[src/rtl/dmem_pkg.sv]
// Shared types and constants for the data-memory access controller.
package dmem_pkg;

    typedef enum logic [1:0] {
        IDLE = 2'b00,
        WAIT = 2'b01,
        DONE = 2'b10
    } dmem_state_e;

    localparam int DMEM_TIMEOUT_DEFAULT = 16;

endpackage

[src/rtl/dmem_access_ctrl_if.sv]
// Request/ack bus between the memory-stage controller and the multi-cycle data memory.
interface dmem_access_ctrl_if;

    logic        mem_req;
    logic        mem_wr;
    logic [15:0] mem_addr;
    logic [15:0] mem_wdata;
    logic        mem_ack;
    logic [15:0] mem_rdata;

    modport master (
        output mem_req,
        output mem_wr,
        output mem_addr,
        output mem_wdata,
        input  mem_ack,
        input  mem_rdata
    );

    modport slave (
        input  mem_req,
        input  mem_wr,
        input  mem_addr,
        input  mem_wdata,
        output mem_ack,
        output mem_rdata
    );

endinterface

[src/rtl/register16.sv]
// Enabled holding register with synchronous active-high reset.
module register16 #(
    parameter int WIDTH = 16
) (
    input  logic             clk,
    input  logic             rst,
    input  logic             en_i,
    input  logic [WIDTH-1:0] d_i,
    output logic [WIDTH-1:0] q_o
);

    logic [WIDTH-1:0] data_q;

    always_ff @(posedge clk) begin
        if (rst) begin
            data_q <= '0;
        end else if (en_i) begin
            data_q <= d_i;
        end
    end

    assign q_o = data_q;

endmodule

[src/rtl/dmem_access_ctrl.sv]
// Memory-stage controller: turns EXMEM load/store controls into a req/ack access and stalls
// the pipeline while it is outstanding; aborts on misalignment or after TIMEOUT wait cycles.
module dmem_access_ctrl
    import dmem_pkg::*;
#(
    parameter int TIMEOUT = DMEM_TIMEOUT_DEFAULT
) (
    input  logic                 clk,
    input  logic                 rst,
    input  logic                 EXMEM_IDEX_MemRead,
    input  logic                 EXMEM_IDEX_MemWrite,
    input  logic [15:0]          EXMEM_ALUResult,
    input  logic [15:0]          EXMEM_read2DataOut,
    input  logic                 EXMEM_IDEX_HALT,
    dmem_access_ctrl_if.master   mem,
    output logic                 Stall_DM,
    output logic [15:0]          MEM_rdata,
    output logic                 MEM_rdata_valid,
    output logic                 err_pulse,
    output logic                 err_sticky
);

    localparam int               CNT_W    = $clog2(TIMEOUT + 1);
    localparam logic [CNT_W-1:0] CNT_LAST = CNT_W'(TIMEOUT - 1);

    dmem_state_e      state_q, state_d;
    logic [CNT_W-1:0] cnt_q, cnt_d;
    logic             req_q, req_d;
    logic             wr_q, wr_d;
    logic [15:0]      rdata_q, rdata_d;
    logic             vld_q, vld_d;
    logic             err_pulse_q, err_pulse_d;
    logic             err_sticky_q, err_sticky_d;
    logic             load_en;
    logic             access;
    logic [15:0]      addr_q;
    logic [15:0]      wdata_q;

    assign access = (EXMEM_IDEX_MemRead | EXMEM_IDEX_MemWrite) & ~EXMEM_IDEX_HALT;

    always_comb begin
        state_d     = state_q;
        cnt_d       = cnt_q;
        wr_d        = wr_q;
        rdata_d     = rdata_q;
        vld_d       = 1'b0;
        err_pulse_d = 1'b0;
        load_en     = 1'b0;
        unique case (state_q)
            IDLE: begin
                if (access) begin
                    if (EXMEM_ALUResult[0]) begin
                        err_pulse_d = 1'b1;
                        state_d     = DONE;
                    end else begin
                        load_en = 1'b1;
                        wr_d    = EXMEM_IDEX_MemWrite;
                        cnt_d   = '0;
                        state_d = WAIT;
                    end
                end
            end
            WAIT: begin
                // An ack on the last counted cycle still completes the access cleanly.
                if (mem.mem_ack) begin
                    if (!wr_q) begin
                        rdata_d = mem.mem_rdata;
                        vld_d   = 1'b1;
                    end
                    state_d = DONE;
                end else if (cnt_q == CNT_LAST) begin
                    err_pulse_d = 1'b1;
                    state_d     = DONE;
                end else begin
                    cnt_d = cnt_q + CNT_W'(1);
                end
            end
            DONE: begin
                state_d = IDLE;
            end
            default: begin
                state_d = IDLE;
            end
        endcase
        req_d        = (state_d == WAIT);
        err_sticky_d = err_sticky_q | err_pulse_d;
    end

    always_ff @(posedge clk) begin
        if (rst) begin
            state_q      <= IDLE;
            cnt_q        <= '0;
            req_q        <= 1'b0;
            wr_q         <= 1'b0;
            rdata_q      <= '0;
            vld_q        <= 1'b0;
            err_pulse_q  <= 1'b0;
            err_sticky_q <= 1'b0;
        end else begin
            state_q      <= state_d;
            cnt_q        <= cnt_d;
            req_q        <= req_d;
            wr_q         <= wr_d;
            rdata_q      <= rdata_d;
            vld_q        <= vld_d;
            err_pulse_q  <= err_pulse_d;
            err_sticky_q <= err_sticky_d;
        end
    end

    register16 #(.WIDTH(16)) u_addr_reg (
        .clk  (clk),
        .rst  (rst),
        .en_i (load_en),
        .d_i  (EXMEM_ALUResult),
        .q_o  (addr_q)
    );

    register16 #(.WIDTH(16)) u_wdata_reg (
        .clk  (clk),
        .rst  (rst),
        .en_i (load_en),
        .d_i  (EXMEM_read2DataOut),
        .q_o  (wdata_q)
    );

    assign mem.mem_req   = req_q;
    assign mem.mem_wr    = wr_q;
    assign mem.mem_addr  = addr_q;
    assign mem.mem_wdata = wdata_q;

    assign Stall_DM        = ((state_q == IDLE) && access) || (state_q == WAIT);
    assign MEM_rdata       = rdata_q;
    assign MEM_rdata_valid = vld_q;
    assign err_pulse       = err_pulse_q;
    assign err_sticky      = err_sticky_q;

endmodule

[src/flat_wrapper.sv]
// flat-port wrapper written by rule: the top's interface ports become plain ports
module dmem_access_ctrl_flat import dmem_pkg::*;
#(
    parameter int TIMEOUT = DMEM_TIMEOUT_DEFAULT
)
  (clk, rst, EXMEM_IDEX_MemRead, EXMEM_IDEX_MemWrite, EXMEM_ALUResult, EXMEM_read2DataOut, EXMEM_IDEX_HALT, Stall_DM, MEM_rdata, MEM_rdata_valid, err_pulse, err_sticky, mem_mem_req, mem_mem_wr, mem_mem_addr, mem_mem_wdata, mem_mem_ack, mem_mem_rdata);
  dmem_access_ctrl_if mem_i ();
  input  logic clk;
  input  logic rst;
  input  logic EXMEM_IDEX_MemRead;
  input  logic EXMEM_IDEX_MemWrite;
  input  logic [15:0] EXMEM_ALUResult;
  input  logic [15:0] EXMEM_read2DataOut;
  input  logic EXMEM_IDEX_HALT;
  output logic Stall_DM;
  output logic [15:0] MEM_rdata;
  output logic MEM_rdata_valid;
  output logic err_pulse;
  output logic err_sticky;
  output wire logic [$bits(mem_i.mem_req)-1:0] mem_mem_req;
  output wire logic [$bits(mem_i.mem_wr)-1:0] mem_mem_wr;
  output wire logic [$bits(mem_i.mem_addr)-1:0] mem_mem_addr;
  output wire logic [$bits(mem_i.mem_wdata)-1:0] mem_mem_wdata;
  input wire logic [$bits(mem_i.mem_ack)-1:0] mem_mem_ack;
  input wire logic [$bits(mem_i.mem_rdata)-1:0] mem_mem_rdata;
  assign mem_mem_req = mem_i.mem_req;
  assign mem_mem_wr = mem_i.mem_wr;
  assign mem_mem_addr = mem_i.mem_addr;
  assign mem_mem_wdata = mem_i.mem_wdata;
  assign mem_i.mem_ack = mem_mem_ack;
  assign mem_i.mem_rdata = mem_mem_rdata;
  dmem_access_ctrl #(.TIMEOUT(TIMEOUT)) u_core (.clk(clk), .rst(rst), .EXMEM_IDEX_MemRead(EXMEM_IDEX_MemRead), .EXMEM_IDEX_MemWrite(EXMEM_IDEX_MemWrite), .EXMEM_ALUResult(EXMEM_ALUResult), .EXMEM_read2DataOut(EXMEM_read2DataOut), .EXMEM_IDEX_HALT(EXMEM_IDEX_HALT), .mem(mem_i), .Stall_DM(Stall_DM), .MEM_rdata(MEM_rdata), .MEM_rdata_valid(MEM_rdata_valid), .err_pulse(err_pulse), .err_sticky(err_sticky));
endmodule
[config.mk]
export PLATFORM = sky130hd
export DESIGN_NAME = dmem_access_ctrl_flat
export DESIGN_NICKNAME = d
export VERILOG_FILES = /design/src/rtl/dmem_pkg.sv /design/src/rtl/dmem_access_ctrl_if.sv /design/src/rtl/register16.sv /design/src/rtl/dmem_access_ctrl.sv /design/src/flat_wrapper.sv
export SDC_FILE = /design/constraint.sdc
export NUM_CORES = 1
export LEC_CHECK = 0
export ABC_AREA = 1
export CAP_MARGIN = 0
export CORE_AREA = 2 2 81 83
export DETAILED_ROUTE_END_ITERATION = 10
export DIE_AREA = 0 0 83 85
export HOLD_SLACK_MARGIN = 0.12
export PLACE_DENSITY = 0.86
export SKIP_LAST_GASP = 1
export SLEW_MARGIN = 30
export SYNTH_ARGS = -nofsm -noshare
export SYNTH_HDL_FRONTEND = slang
export SYNTH_HIERARCHICAL = 1
export SYNTH_SLANG_ARGS = --single-unit
[constraint.sdc]
create_clock -name clk -period 1.8 [get_ports clk]
set_input_delay 0.36 -clock clk [delete_from_list [all_inputs] [get_ports clk]]
set_output_delay 0.36 -clock clk [all_outputs]
set_load 0.005 [all_outputs]
==> images/floorplan.png <==
Scale bar: 20 um. Pins as bars on the die edge.
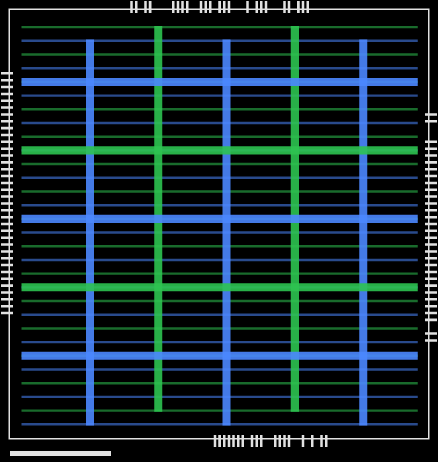
Key: blue = VSS; green = VDD
108 signal pins sit on the boundary. 5 straps on met4.
Die Y-Extent: 85 um
die width: 83 um
placeable core area: 6200 um2
peak supply drop: 0.543 mV

==> images/port_trees.png <==
Scale bar: 20 um.
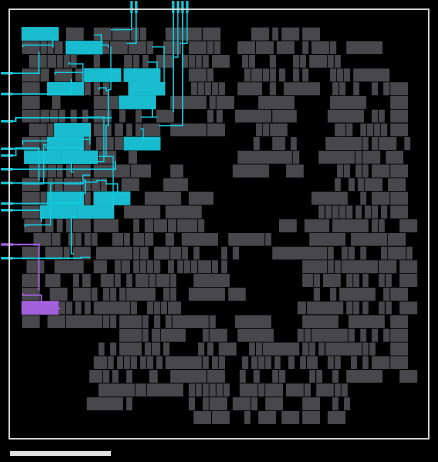
Key: cyan = `MEM_rdata` [bits 16, direction output, end cells 16, buffers 16, wire 419 um]; purple = `err_sticky` [bits 1, direction output, end cells 1, buffers 1, wire 24.7 um]
I/O pin cnt: 108
input/output buffers: 107

==> flow_results.xml <==
<?xml version="1.0" encoding="UTF-8"?>
<metrics>
  <group name="sta">
    <metric name="setup_slack" unit="ns">0.0777</metric>
    <metric name="relSlewSlack" unit="%">65.1</metric>
    <metric name="finalSetupTns" unit="ns">0</metric>
    <metric name="finalClockPeriodUsage" unit="%">95.7</metric>
    <metric name="fin_worst_hold_slack" unit="ns">0.463</metric>
    <metric name="hold_violations" unit="">0</metric>
    <metric name="tightestPinTransition" unit="ns">0.523</metric>
    <metric name="grt_setup_unrepaired" unit="">false</metric>
    <metric name="achievable-frequency" unit="MHz">581</metric>
    <metric name="finalSetupViolations" unit="">0</metric>
    <metric name="largest_clock_skew_in_the_final_design" unit="ns">0.00737</metric>
    <metric name="final_max_slew_violation_tally" unit="">0</metric>
  </group>
  <group name="worst_setup_path">
    <metric name="worstSetupStartpointType" unit="">primary input</metric>
    <metric name="reg2reg_depth" unit="">10</metric>
    <metric name="endpoint_of_the_lowest_slack_register_to_register_path" unit="">u_core/cnt_q[1]</metric>
    <metric name="worst-r2r-setup-slack" unit="ns">0.17</metric>
    <metric name="critPathMaxFanout" unit="">2</metric>
    <metric name="required" unit="ns">1.44</metric>
    <metric name="critical_path_class" unit="">in2out</metric>
    <metric name="cp_top_family" unit="">buffers and inverters</metric>
    <metric name="crit_arrival" unit="ns">1.36</metric>
    <metric name="timing.critical_path.slowest_cell_delay" unit="ns">0.52</metric>
    <metric name="setup.worst_path.end_class" unit="">output pin</metric>
  </group>
  <group name="pwr">
    <metric name="power.switching" unit="uW">806</metric>
    <metric name="p_per_area" unit="nW/um2">846</metric>
    <metric name="p_comb_share" unit="%">16.5</metric>
    <metric name="internal_power" unit="mW">2.49</metric>
    <metric name="totalPowerFinal" unit="mW">3.30</metric>
    <metric name="power_frac_clock" unit="%">39.7</metric>
    <metric name="power.share.switching" unit="%">24.4</metric>
  </group>
  <group name="finish">
    <metric name="non_clock_inverter_count" unit="">51</metric>
    <metric name="comb_gates" unit="">240</metric>
    <metric name="lay_top_count" unit="">nor2_1</metric>
    <metric name="antenna_cells" unit="">0</metric>
    <metric name="seq_share" unit="%">30.8</metric>
    <metric name="regArea" unit="um2">1200</metric>
    <metric name="layoutNonFillerInstCount" unit="">561</metric>
    <metric name="largest_area_class_layout" unit="">sequential cells</metric>
    <metric name="final-nonclk-buf-share" unit="%">30.0</metric>
    <metric name="final_area" unit="um2">3900</metric>
    <metric name="clkCellAreaFrac" unit="%">5.52</metric>
    <metric name="mostFrequentLayoutCells" unit="">nor2_1 (113), clkdlybuf4s50_1 (106), nand2_1 (85)</metric>
    <metric name="buffers_excl_clock" unit="">117</metric>
    <metric name="footprint_of_the_multi_input_gates" unit="um2">1030</metric>
    <metric name="sequential_cell_total" unit="">60</metric>
    <metric name="final.clkbuf_count" unit="">9</metric>
    <metric name="area.share.combinational" unit="%">26.3</metric>
    <metric name="areaGrowthSynthToFinish" unit="%">54.5</metric>
    <metric name="layout.filler_cells" unit="">552</metric>
    <metric name="finalNetCount" unit="">536</metric>
  </group>
  <group name="worst_hold_path">
    <metric name="hold_path.startpoint" unit="">u_core/err_sticky</metric>
    <metric name="whs_endpoint" unit="">u_core/err_sticky</metric>
    <metric name="worstHoldPathCells" unit="">2</metric>
  </group>
  <group name="clock_tree">
    <metric name="cts.reportedPaths.clkPinSlew" unit="ns">0.07</metric>
    <metric name="post_cts.repair.setup_buffers" unit="">1</metric>
    <metric name="post_cts_resized" unit="">2</metric>
    <metric name="cts_htree_levels" unit="">3</metric>
    <metric name="worst_skew_pair.late_latency" unit="ns">0.33</metric>
    <metric name="cts_tree" unit="">built</metric>
    <metric name="number_of_hold_buffers_added_after_cts" unit="">0</metric>
    <metric name="cts-buffers-inserted" unit="">9</metric>
    <metric name="cts_sinks" unit="">60</metric>
    <metric name="clockRootBuffer" unit="">clkbuf_8</metric>
    <metric name="bufs_on_longest_clock_path" unit="">2</metric>
  </group>
  <group name="detailed_routing">
    <metric name="wl_met1" unit="um">2530</metric>
    <metric name="met3WireLength" unit="um">528</metric>
    <metric name="detail_route.iter0.violations" unit="">83</metric>
    <metric name="route.detailed.vias_per_inst" unit="">4.43</metric>
    <metric name="drt-pass1-iter-count" unit="">4</metric>
    <metric name="drt.antenna.violating_nets" unit="">0</metric>
    <metric name="post_drt_wl_per_cell" unit="um">10.7</metric>
    <metric name="vias" unit="">2486</metric>
    <metric name="detail_route.wirelength" unit="um">5980</metric>
    <metric name="detail_route.drc_violations" unit="">0</metric>
    <metric name="met2RoutedLength" unit="um">2830</metric>
  </group>
  <group name="yosys">
    <metric name="yosys-stat-cells" unit="">363</metric>
    <metric name="muxShareOfSynthArea" unit="%">0</metric>
    <metric name="post_synth_main_logic_family" unit="">simple AND/OR/NAND/NOR gates</metric>
    <metric name="yosysWarningCount" unit="">6</metric>
    <metric name="synth-edff-count" unit="">0</metric>
    <metric name="synth.top_cells.by_area" unit="">dfxtp_1 (48%), nor2_1 (17%), nand2_1 (13%)</metric>
    <metric name="async_flop_share" unit="%">0</metric>
    <metric name="yosys.area_share.xor_xnor" unit="%">0</metric>
    <metric name="synthesis.area" unit="um2">2520</metric>
    <metric name="postSynthRegisterBits" unit="">60</metric>
    <metric name="postSynthSeqShare" unit="%">47.6</metric>
    <metric name="synth.cellmix.simpleShare" unit="%">33.6</metric>
    <metric name="yosys.area.top_type" unit="">dfxtp_1</metric>
    <metric name="synth_cell_type_count" unit="">22</metric>
    <metric name="syn-mean-instance-area" unit="um2">6.96</metric>
    <metric name="synth_top_area_share" unit="%">47.6</metric>
    <metric name="flop_cell" unit="">dfxtp_1</metric>
    <metric name="postSynthNetCount" unit="">420</metric>
    <metric name="synth.cellmix.compoundShare" unit="%">5.40</metric>
    <metric name="syn-instance-count" unit="">363</metric>
  </group>
  <group name="flow_run">
    <metric name="log.warning_count" unit="">27</metric>
    <metric name="drv.max_cap_violation_count" unit="">0</metric>
  </group>
  <group name="grt">
    <metric name="grt_pass1_wl" unit="um">10200</metric>
    <metric name="grt_start_max_net_pins" unit="">47</metric>
    <metric name="groute.layer.met3.usage" unit="%">7.98</metric>
    <metric name="grt_util_all_layers" unit="%">17.7</metric>
    <metric name="first_global_vias" unit="">2311</metric>
    <metric name="groute.layer.met2.usage" unit="%">29.6</metric>
    <metric name="gr-usage-met1" unit="%">19.9</metric>
    <metric name="global_route.peak_usage_layer" unit="">met2</metric>
  </group>
  <group name="outcome">
    <metric name="status" unit="">finished, final reports clean</metric>
  </group>
  <group name="die">
    <metric name="core.rowCount" unit="">29</metric>
    <metric name="chip_area" unit="um2">7060</metric>
    <metric name="nWellTaps" unit="">77</metric>
  </group>
  <group name="placement">
    <metric name="place_worst_setup_slack" unit="ns">-0.182</metric>
    <metric name="post_dp_cell_area" unit="um2">3680</metric>
    <metric name="dp_cells" unit="">544</metric>
    <metric name="gp_congestion" unit="">0.774</metric>
  </group>
</metrics>
==> images/util_map.png <==
Scale bar: 20 um. 8 x 8 tiles, from black (low) to pale yellow (high), 0 to 100% covered.
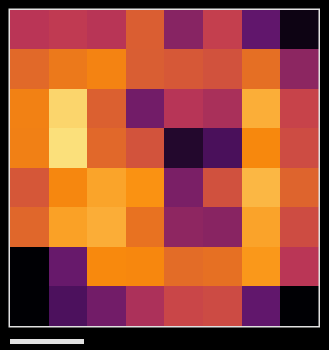
16% of the tiles are over 75% full. The fullest tile reaches 93%. 4.7% of the tiles are nearly empty.
utilization after layout: 62.9%
initial cell density of the core: 40.7%

==> how the worst max path moves through the flow <==
stage,slack (ns),depth (start not counted),to,startpoint
3_3_place_gp,-0.18,4,Stall_DM,EXMEM_IDEX_MemWrite
2_1_floorplan,0.34,7,u_core/u_addr_reg/q_o[4],u_core/state_q[1]
3_5_place_dp,-0.18,4,Stall_DM,EXMEM_IDEX_MemWrite
5_1_grt,0.009,11,u_core/cnt_q[1],u_core/cnt_q[0]
6_report,0.08,4,Stall_DM,EXMEM_IDEX_MemWrite
4_1_cts,0.08,4,Stall_DM,EXMEM_IDEX_MemWrite
==> registers in the layout, summed over array words and instances (netlist names) <==
| signal | count |
|---|---|
| u_core/MEM_rdata | 16 |
| u_core/MEM_rdata_valid | 1 |
| u_core/cnt_q | 5 |
| u_core/err_pulse | 1 |
| u_core/err_sticky | 1 |
| u_core/mem.mem_req | 1 |
| u_core/mem.mem_wr | 1 |
| u_core/state_q | 2 |
| u_core/u_addr_reg/q_o | 16 |
| u_core/u_wdata_reg/q_o | 16 |
==> synth_stat cells, types with 2 or more instances <==
| master | count |
|---|---|
| a21oi_1 | 3 |
| buf_4 | 2 |
| buf_6 | 7 |
| dfxtp_1 | 60 |
| ha_1 | 3 |
| inv_1 | 47 |
| inv_2 | 3 |
| nand2_1 | 85 |
| nand2_2 | 2 |
| nand3_1 | 4 |
| nor2_1 | 114 |
| nor2_2 | 5 |
| o21ai_0 | 18 |
| o21bai_1 | 2 |
==> power groups by stage <==
stage                     sequential (mW)  combinational [mW]  clock (mW)
after CTS                            1.45               0.547        1.34
final                                1.44               0.544        1.31
after global routing                 1.45               0.604        1.40
after global placement               1.47               0.529           0
after floorplan                      1.48               0.236           0
after detailed placement             1.47               0.543           0
Power and IR drop assume default switching activity.
